Fig. 1: run 1, ports around the boundary
Scale bar: 20 um. Pins as bars across the die edge, other pins in gray.
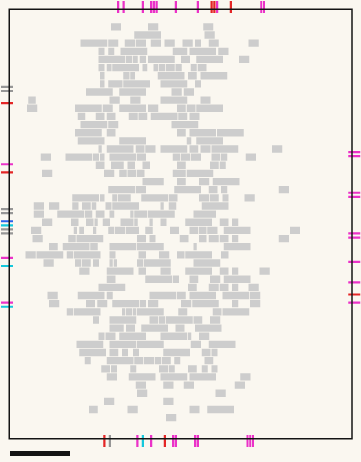
Fig. 2: run 1, cell outlines without signal wires
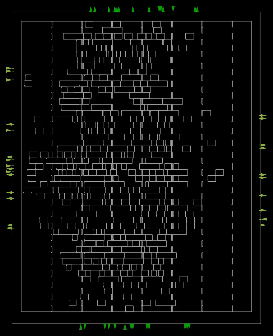
Fig. 3: run 1, met3 routing
Scale bar: 20 um.
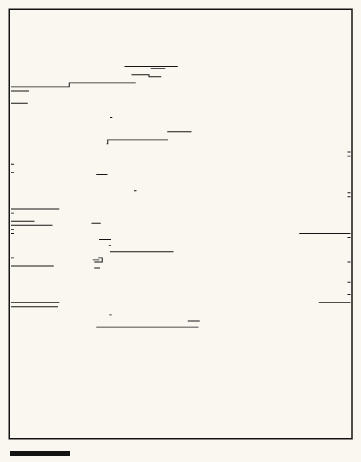
### src/rtl/axistream_pack_if.sv
// ---------------------------------------------------------------------------
// axistream_pack_if
// Bundles the narrow source stream and the wide destination stream of the
// axistream_pack width converter.
//   src_tvalid/src_tready/src_tdata/src_tlast   : narrow input beats
//   dest_tvalid/dest_tready/dest_tdata/dest_tkeep/dest_tlast : packed words
// Modports:
//   slave  : the packer (consumes src_*, produces dest_*)
//   master : the surrounding logic (produces src_*, consumes dest_*)
// ---------------------------------------------------------------------------
interface axistream_pack_if #(
    parameter int unsigned DATA_WIDTH = 8,
    parameter int unsigned NUM_PACK   = 4
);
    logic                           src_tvalid;
    logic                           src_tready;
    logic [DATA_WIDTH-1:0]          src_tdata;
    logic                           src_tlast;

    logic                           dest_tvalid;
    logic                           dest_tready;
    logic [DATA_WIDTH*NUM_PACK-1:0] dest_tdata;
    logic [NUM_PACK-1:0]            dest_tkeep;
    logic                           dest_tlast;

    modport slave (
        input  src_tvalid, src_tdata, src_tlast, dest_tready,
        output src_tready, dest_tvalid, dest_tdata, dest_tkeep, dest_tlast
    );

    modport master (
        output src_tvalid, src_tdata, src_tlast, dest_tready,
        input  src_tready, dest_tvalid, dest_tdata, dest_tkeep, dest_tlast
    );
endinterface

### src/rtl/axistream_pack.sv
// ---------------------------------------------------------------------------
// axistream_pack
// Narrow-to-wide AXI-Stream converter: packs NUM_PACK consecutive DATA_WIDTH
// beats into one word. An early src_tlast closes a partial word; unfilled
// lanes are zero and cleared in dest_tkeep.
// Ports:
//   clk   : rising-edge clock
//   rst_n : asynchronous active-low reset
//   axis  : axistream_pack_if.slave (src_* in, dest_* out)
// Parameters:
//   DATA_WIDTH : lane width
//   NUM_PACK   : lanes per output word (>= 1)
//   BIG_ENDIAN : 0 = first beat in lane 0, 1 = first beat in top lane
// ---------------------------------------------------------------------------
module axistream_pack #(
    parameter int unsigned DATA_WIDTH = 8,
    parameter int unsigned NUM_PACK   = 4,
    parameter bit          BIG_ENDIAN = 1'b0
) (
    input  logic              clk,
    input  logic              rst_n,
    axistream_pack_if.slave   axis
);
    localparam int unsigned CNT_W  = (NUM_PACK > 1) ? $clog2(NUM_PACK) : 1;
    localparam int unsigned LANE_W = CNT_W;
    localparam int unsigned WORD_W = DATA_WIDTH * NUM_PACK;
    localparam logic [CNT_W-1:0] CNT_MAX = CNT_W'(NUM_PACK - 1);

    logic [WORD_W-1:0]   acc_data_q, acc_data_d;
    logic [NUM_PACK-1:0] acc_keep_q, acc_keep_d;
    logic [CNT_W-1:0]    cnt_q, cnt_d;
    logic [WORD_W-1:0]   out_data_q, out_data_d;
    logic [NUM_PACK-1:0] out_keep_q, out_keep_d;
    logic                out_last_q, out_last_d;
    logic                out_valid_q, out_valid_d;

    logic                src_rdy;
    logic                accept;
    logic                complete;
    logic [LANE_W-1:0]   lane;
    logic [WORD_W-1:0]   merged_data;
    logic [NUM_PACK-1:0] merged_keep;

    // Ready looks straight through to dest_tready so a draining word can be
    // replaced in the same cycle (back-to-back words without a bubble).
    assign src_rdy  = rst_n && (!out_valid_q || axis.dest_tready);
    assign accept   = axis.src_tvalid && src_rdy;
    assign complete = accept && ((cnt_q == CNT_MAX) || axis.src_tlast);
    assign lane     = BIG_ENDIAN ? (LANE_W'(NUM_PACK - 1) - cnt_q) : cnt_q;

    always_comb begin
        merged_data = acc_data_q;
        merged_keep = acc_keep_q;
        for (int unsigned l = 0; l < NUM_PACK; l++) begin
            if (LANE_W'(l) == lane) begin
                merged_data[l*DATA_WIDTH +: DATA_WIDTH] = axis.src_tdata;
                merged_keep[l] = 1'b1;
            end
        end
    end

    always_comb begin
        acc_data_d  = acc_data_q;
        acc_keep_d  = acc_keep_q;
        cnt_d       = cnt_q;
        out_data_d  = out_data_q;
        out_keep_d  = out_keep_q;
        out_last_d  = out_last_q;
        out_valid_d = out_valid_q;

        // Drain first; a completion below overrides it and keeps valid high.
        if (out_valid_q && axis.dest_tready) begin
            out_valid_d = 1'b0;
        end

        if (accept) begin
            if (complete) begin
                out_data_d  = merged_data;
                out_keep_d  = merged_keep;
                out_last_d  = axis.src_tlast;
                out_valid_d = 1'b1;
                acc_data_d  = '0;
                acc_keep_d  = '0;
                cnt_d       = '0;
            end else begin
                acc_data_d  = merged_data;
                acc_keep_d  = merged_keep;
                cnt_d       = cnt_q + CNT_W'(1);
            end
        end
    end

    always_ff @(posedge clk or negedge rst_n) begin
        if (!rst_n) begin
            acc_data_q  <= '0;
            acc_keep_q  <= '0;
            cnt_q       <= '0;
            out_data_q  <= '0;
            out_keep_q  <= '0;
            out_last_q  <= 1'b0;
            out_valid_q <= 1'b0;
        end else begin
            acc_data_q  <= acc_data_d;
            acc_keep_q  <= acc_keep_d;
            cnt_q       <= cnt_d;
            out_data_q  <= out_data_d;
            out_keep_q  <= out_keep_d;
            out_last_q  <= out_last_d;
            out_valid_q <= out_valid_d;
        end
    end

    assign axis.src_tready  = src_rdy;
    assign axis.dest_tvalid = out_valid_q;
    assign axis.dest_tdata  = out_data_q;
    assign axis.dest_tkeep  = out_keep_q;
    assign axis.dest_tlast  = out_last_q;
endmodule

### src/flat_wrapper.sv
// flat-port wrapper written by rule: the top's interface ports become plain ports
module axistream_pack_flat 
#(
    parameter int unsigned DATA_WIDTH = 8,
    parameter int unsigned NUM_PACK   = 4,
    parameter bit          BIG_ENDIAN = 1'b0
)
  (clk, rst_n, axis_src_tvalid, axis_src_tdata, axis_src_tlast, axis_dest_tready, axis_src_tready, axis_dest_tvalid, axis_dest_tdata, axis_dest_tkeep, axis_dest_tlast);
  axistream_pack_if #(.DATA_WIDTH(DATA_WIDTH), .NUM_PACK(NUM_PACK)) axis_i ();
  input  logic clk;
  input  logic rst_n;
  input wire logic [$bits(axis_i.src_tvalid)-1:0] axis_src_tvalid;
  input wire logic [$bits(axis_i.src_tdata)-1:0] axis_src_tdata;
  input wire logic [$bits(axis_i.src_tlast)-1:0] axis_src_tlast;
  input wire logic [$bits(axis_i.dest_tready)-1:0] axis_dest_tready;
  output wire logic [$bits(axis_i.src_tready)-1:0] axis_src_tready;
  output wire logic [$bits(axis_i.dest_tvalid)-1:0] axis_dest_tvalid;
  output wire logic [$bits(axis_i.dest_tdata)-1:0] axis_dest_tdata;
  output wire logic [$bits(axis_i.dest_tkeep)-1:0] axis_dest_tkeep;
  output wire logic [$bits(axis_i.dest_tlast)-1:0] axis_dest_tlast;
  assign axis_i.src_tvalid = axis_src_tvalid;
  assign axis_i.src_tdata = axis_src_tdata;
  assign axis_i.src_tlast = axis_src_tlast;
  assign axis_i.dest_tready = axis_dest_tready;
  assign axis_src_tready = axis_i.src_tready;
  assign axis_dest_tvalid = axis_i.dest_tvalid;
  assign axis_dest_tdata = axis_i.dest_tdata;
  assign axis_dest_tkeep = axis_i.dest_tkeep;
  assign axis_dest_tlast = axis_i.dest_tlast;
  axistream_pack #(.DATA_WIDTH(DATA_WIDTH), .NUM_PACK(NUM_PACK), .BIG_ENDIAN(BIG_ENDIAN)) u_core (.clk(clk), .rst_n(rst_n), .axis(axis_i));
endmodule
### config.mk
export PLATFORM = sky130hd
export DESIGN_NAME = axistream_pack_flat
export DESIGN_NICKNAME = d
export VERILOG_FILES = /design/src/rtl/axistream_pack_if.sv /design/src/rtl/axistream_pack.sv /design/src/flat_wrapper.sv
export SDC_FILE = /design/constraint.sdc
export NUM_CORES = 1
export LEC_CHECK = 0
export CAP_MARGIN = 20
export CORE_AREA = 4 4 110 139
export DETAILED_ROUTE_END_ITERATION = 6
export DIE_AREA = 0 0 114 143
export GPL_ROUTABILITY_DRIVEN = 0
export SLEW_MARGIN = 30
export SYNTH_ARGS = -nofsm -noshare
export SYNTH_HDL_FRONTEND = slang
export SYNTH_SLANG_ARGS = --single-unit
export TNS_END_PERCENT = 50
### constraint.sdc
create_clock -name clk -period 2.03 [get_ports clk]
set_input_delay 0.406 -clock clk [delete_from_list [all_inputs] [get_ports clk]]
set_output_delay 0.406 -clock clk [all_outputs]
set_load 0.02 [all_outputs]
==> job_summary.md, run 1 <==
### Flow metrics

| Metric | Value |
|---|---|
| Critical path endpoint | axis_src_tready |
| Max cap viols | 0 |
| Non-clock buffers | 68 |
| Max Freq | 530 MHz |
| Initial antenna violation count | 0 |
| R2r setup slk | 280 ps |
| Signal buf overhead | 14.6% |
| Clk pin slew, worst setup/hold paths | 60 ps |
| Setup crit start | axis_dest_tready |
| Post-synth mux share | 9.62% |
| Area leader, netlist | dfrtp_1 |
| DRT iter0 DRCs | 131 |
| Yosys simple share | 5.25% |
| Initial DRT Pass Iterations | 4 |
| Aoi share | 23.4% |
| Number of enable flip-flop cells | 0 |
| Most frequent logic cell in the layout | dfrtp_1 |
| Invs w/o clock | 2 |
| Max FO, Critical Path | 2 |
| Post-DR vias/cell | 4.83 |
| GR peak layer | met2 |
| CTS H-tree lvls | 3 |
| Cts bufs inserted | 9 |
| Fill cells | 1443 |
| Setup WS pre-CTS | -156 ps |
| P_int | 0.00355 W |
| Clock Root Buffer | clkbuf_16 |
| Met1 WL | 4.16 mm |
| Mapped Avg Cell Area | 12.4 sq um |
| Met2 Wirelength | 4.29 mm |
| Power density cells | 1180 nW/um^2 |
| Post-Syn Instances | 277 |
| Top cell class by occupied area | registers |
| Flop share of the area | 42.9% |
| Actual slew at the worst max-slew pin | 562 ps |
| Slowest stage cell on the critical path | clkdlybuf4s50_1 |
| Reg2reg end | u_core.axis.dest_tdata[2]$_DFFE_PN0P_ |
| Layout area overhead | 29.0% |
| Longest Clk Path Bufs | 2 |
| Crit path DAT | 1480 ps |
| Max Used Layer | met4 |
| First-pass GRT wire length | 14.2 mm |
| Chip area | 16300 sq um |
| Nets | 347 |
| Synth top area share | 55.4% |
| Critical path cell sequence | clkdlybuf4s50_1 -> nand2b_2 -> and2_1 -> dlygate4sd2_1 |
| Crit path depth | 4 |
| Final Hold Violation Tally | 0 |
| Placed Cells incl. Taps | 497 |
| CP peak stage delay | 390 ps |
| Fa+ha+maj area frac | 1.46% |
| Gate Area | 1370 sq um |
| Register area | 1900 sq um |
| P_sw | 0.00167 W |
| DR WL met3 | 312 um |
| Final setup TNS | 0 ps |
| Fin area | 4430 sq um |
| Clk_skew | 5.60 ps |
| Post-place instance area | 4150 sq um |
| Yosys cell types | 27 |
| Share of cells above drive strength 1 | 19.4% |
| Congestion Overflow GR | 0 |
| Flop and latch count out of synthesis | 76 |
| Leakage | 1.84 nW |
| CP delay by family, top | buffers and inverters |
| Top-count cell post-synth | dfrtp_1 |
| Combinational gate power | 0.00168 W |
| Synth warnings | 0 |
| Hold_ws | 137 ps |
| Most frequent cells in the layout | dfrtp_1, clkdlybuf4s50_1, a31oi_1 |
| FP Core Util | 24.3% |
| Clk_buf instances | 15 |
| Synthesized area | 3430 sq um |
| Post-CTS setup buffer count | 0 |
| Fraction of area in clock buffers and inverters | 6.38% |
| Latency at later pin | 330 ps |
| Core area | 14100 sq um |
| CP bufs+invs | 2 |
| Count of tool warnings | 29 |
| Crit end category | output port |
| Ports | 52 |
| Yosys stat cell total | 277 |
| DPL Wire Length | 6.03 mm |
| Post-route antenna net violation count | 0 |
| Power in the clock group | 0.00151 W |
| Post-route DRC | 0 |
| Outcome | completed |
| Synth area leaders | dfrtp_1, mux2i_1, a31oi_1 |
Notes on Fig. 1 above:
- blue: axis_src_tvalid (pins 1; direction input; edge left)
- red: axis_src_tdata (pins 8; direction input; edge 3 top, 2 left, 2 bottom, 1 right)
- magenta: axis_dest_tdata (pins 32; direction output; edge 11 top, 9 right, 9 bottom, 3 left)
- cyan: axis_dest_tkeep (pins 4; direction output; edge 3 left, 1 bottom)
die width: 114 um
Die Y: 143 um
PortBufs: 51

Notes on Fig. 2 above:
Non-Filler Instances: 513
Post-Route Utilization: 31.4%
Tapcells: 178
FFs & Latches: 76

Notes on Fig. 3 above:
- share of all routed wire: 3.5%
- longest straight run: 33.8 um
met3 usage in global routing: 2.92%
Routed WL: 8.92 mm
DR vias: 2477

==> inputs of run 2 (changes only) <==
Settings changed: ABC_AREA set to 1, CORE_AREA 4 4 110 139 to 4 4 111 139, DIE_AREA 0 0 114 143 to 0 0 115 143, HOLD_SLACK_MARGIN set to 0.08, TNS_END_PERCENT 50 to 10.
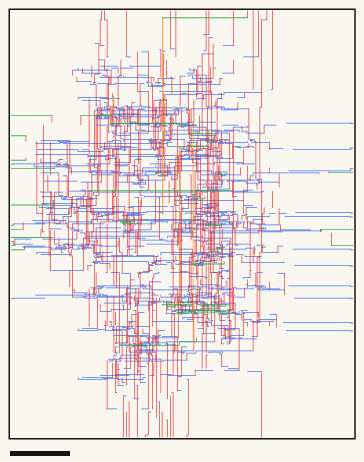
Fig. 4. Metal layers overlaid (run 2).
Scale bar: 20 um.
- green: met3 (wire length 391 um)
- red: met2 (wire length 4340 um)
- orange: met4 (wire length 199 um)
- blue: met1 (wire length 4230 um)
routed len/inst: 13.8 um
Total Routing Usage GR: 11.6%
Routed WL: 9.16 mm

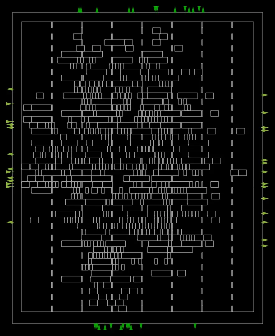
Fig. 5. Cell outlines without signal wires (run 2).
Post-Route Utilization: 31.7%
core area: 14200 sq um
Std-Cell Rows: 49
Non-Filler Instances: 666

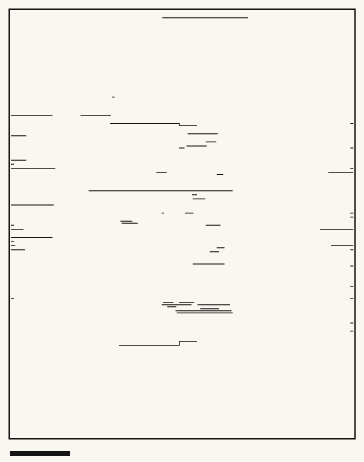
Fig. 6. Met3 routing (run 2).
Scale bar: 20 um.
- share of all routed wire: 4.3%
- longest straight run: 47.8 um
- main direction: horizontal
- wire length on this layer: 391 um
DR vias: 2952
met3 usage in global routing: 3.31%

==> job_summary.md, run 2 <==
### Flow metrics

| Metric | Value |
|---|---|
| Fin area | 4510 sq um |
| Yosys simple share | 32.4% |
| Mapped Avg Cell Area | 8.02 sq um |
| Slowest stage cell on the critical path | clkdlybuf4s50_1 |
| Post-place instance area | 4180 sq um |
| PortBufs | 51 |
| Flop share of the area | 42.2% |
| Crit path DAT | 1460 ps |
| CTS H-tree lvls | 3 |
| DRT iter0 DRCs | 185 |
| Longest Clk Path Bufs | 2 |
| Synthesized area | 3480 sq um |
| CP bufs+invs | 2 |
| Met1 WL | 4.23 mm |
| DPL Wire Length | 6.37 mm |
| Register area | 1900 sq um |
| Clock Root Buffer | clkbuf_16 |
| Crit end category | output port |
| CP peak stage delay | 600 ps |
| Post-DR vias/cell | 4.43 |
| Actual slew at the worst max-slew pin | 697 ps |
| Met2 Wirelength | 4.34 mm |
| Outcome | completed |
| Max Freq | 537 MHz |
| Fa+ha+maj area frac | 1.44% |
| Initial antenna violation count | 0 |
| Most frequent logic cell in the layout | nand2_1 |
| Number of enable flip-flop cells | 0 |
| Post-CTS setup buffer count | 0 |
| Post-route antenna net violation count | 0 |
| Synth warnings | 0 |
| Clk_skew | 5.27 ps |
| Leakage | 2.24 nW |
| Post-Syn Instances | 434 |
| Power density cells | 1110 nW/um^2 |
| Most frequent cells in the layout | nand2_1, dfrtp_1, clkdlybuf4s50_1 |
| Critical path endpoint | axis_dest_tvalid |
| Max FO, Critical Path | 2 |
| P_int | 0.00343 W |
| Ports | 52 |
| Max Used Layer | met4 |
| Fraction of area in clock buffers and inverters | 7.16% |
| GR peak layer | met2 |
| Final Hold Violation Tally | 0 |
| Placed Cells incl. Taps | 650 |
| Congestion Overflow GR | 0 |
| Post-synth mux share | 0% |
| Synth area leaders | dfrtp_1, nand2_1, nand4_1 |
| FP Core Util | 24.5% |
| FFs & Latches | 76 |
| Setup WS pre-CTS | -118 ps |
| Chip area | 16400 sq um |
| Fill cells | 1483 |
| Count of tool warnings | 29 |
| Non-clock buffers | 65 |
| Layout area overhead | 29.5% |
| Final setup TNS | 0 ps |
| Yosys cell types | 19 |
| Gate Area | 1350 sq um |
| Clk_buf instances | 13 |
| Signal buf overhead | 14.1% |
| Post-route DRC | 0 |
==> inputs of run 3 (changes only) <==
Settings changed: CORE_AREA 4 4 111 139 to 4 4 77 97, DIE_AREA 0 0 115 143 to 0 0 81 101, PLACE_DENSITY set to 0.78.
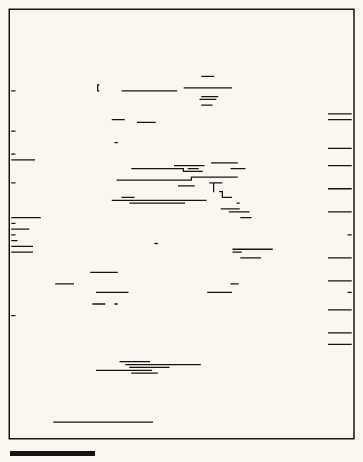
Fig. 7. Met3 routing (run 3).
Scale bar: 20 um.
- wire length on this layer: 382 um
- longest straight run: 23.2 um
- nets with wire on the layer: 52
DR vias: 2993
Routed WL: 8.04 mm
met3 usage in global routing: 3.58%

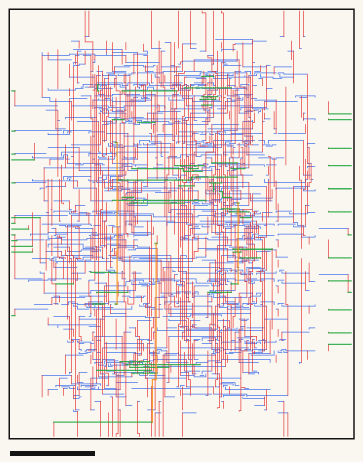
Fig. 8. Metal layers overlaid (run 3).
Scale bar: 20 um.
- blue: met1 (wire length 3490 um)
- red: met2 (wire length 4070 um)
- orange: met4 (wire length 100 um)
- green: met3 (wire length 382 um)
Total Routing Usage GR: 21.0%
routed len/inst: 14.0 um

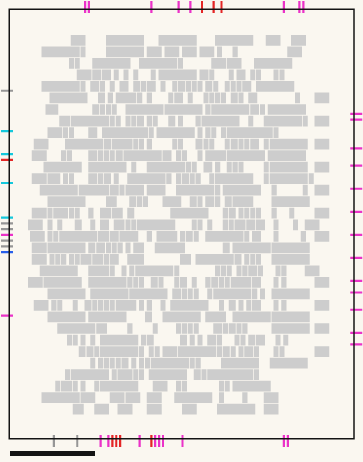
Fig. 9. Ports around the boundary (run 3).
Scale bar: 20 um. Pins as bars across the die edge, other pins in gray.
- blue: axis_src_tvalid (pins 1; direction input; edge left)
- red: axis_src_tdata (pins 8; direction input; edge 4 bottom, 3 top, 1 left)
- magenta: axis_dest_tdata (pins 32; direction output; edge 13 right, 9 bottom, 8 top, 2 left)
- cyan: axis_dest_tkeep (pins 4; direction output; edge left)
- all pins by edge: 15 bottom, 13 right, 13 left, 11 top
Die Y: 101 um
die width: 81 um

==> job_summary.md, run 3 <==
### Flow metrics

| Metric | Value |
|---|---|
| Outcome | completed |
| Met2 Wirelength | 4.07 mm |
| Setup crit start | axis_dest_tready |
| Reg2reg end | u_core.axis.dest_tdata[6]$_DFFE_PN0P_ |
| Synth top area share | 54.7% |
| Initial DRT Pass Iterations | 5 |
| Flop and latch count out of synthesis | 76 |
| Initial antenna violation count | 0 |
| First-pass GRT wire length | 13.4 mm |
| Combinational gate power | 0.00135 W |
| Synth warnings | 0 |
| Clk_buf instances | 9 |
| Non-Filler Instances | 574 |
| Mapped Avg Cell Area | 8.02 sq um |
| Final setup TNS | 0 ps |
| Yosys cell types | 19 |
| Post-route DRC | 0 |
| Crit end category | output port |
| Fraction of area in clock buffers and inverters | 5.56% |
| Max Used Layer | met4 |
| Fill cells | 595 |
| Post-route antenna net violation count | 0 |
| FFs & Latches | 76 |
| Max cap viols | 0 |
| Ports | 52 |
| Crit path DAT | 1400 ps |
| Number of enable flip-flop cells | 0 |
| CTS H-tree lvls | 3 |
| Critical path cell sequence | clkdlybuf4s50_1 -> inv_1 -> a21oi_2 -> dlygate4sd2_1 |
| Critical path endpoint | axis_src_tready |
| Yosys simple share | 32.4% |
| Cts bufs inserted | 9 |
| Yosys stat cell total | 434 |
| Register area | 1900 sq um |
| Share of cells above drive strength 1 | 7.80% |
| Power density cells | 1080 nW/um^2 |
| CP delay by family, top | buffers and inverters |
| PortBufs | 51 |
| GR peak layer | met2 |
| Aoi share | 4.75% |
| Std-Cell Rows | 33 |
| Longest Clk Path Bufs | 2 |
| Leakage | 2.19 nW |
| Fin area | 4300 sq um |
| Clk pin slew, worst setup/hold paths | 80 ps |
Power figures rest on the tool's default switching activity, not on a simulated workload.
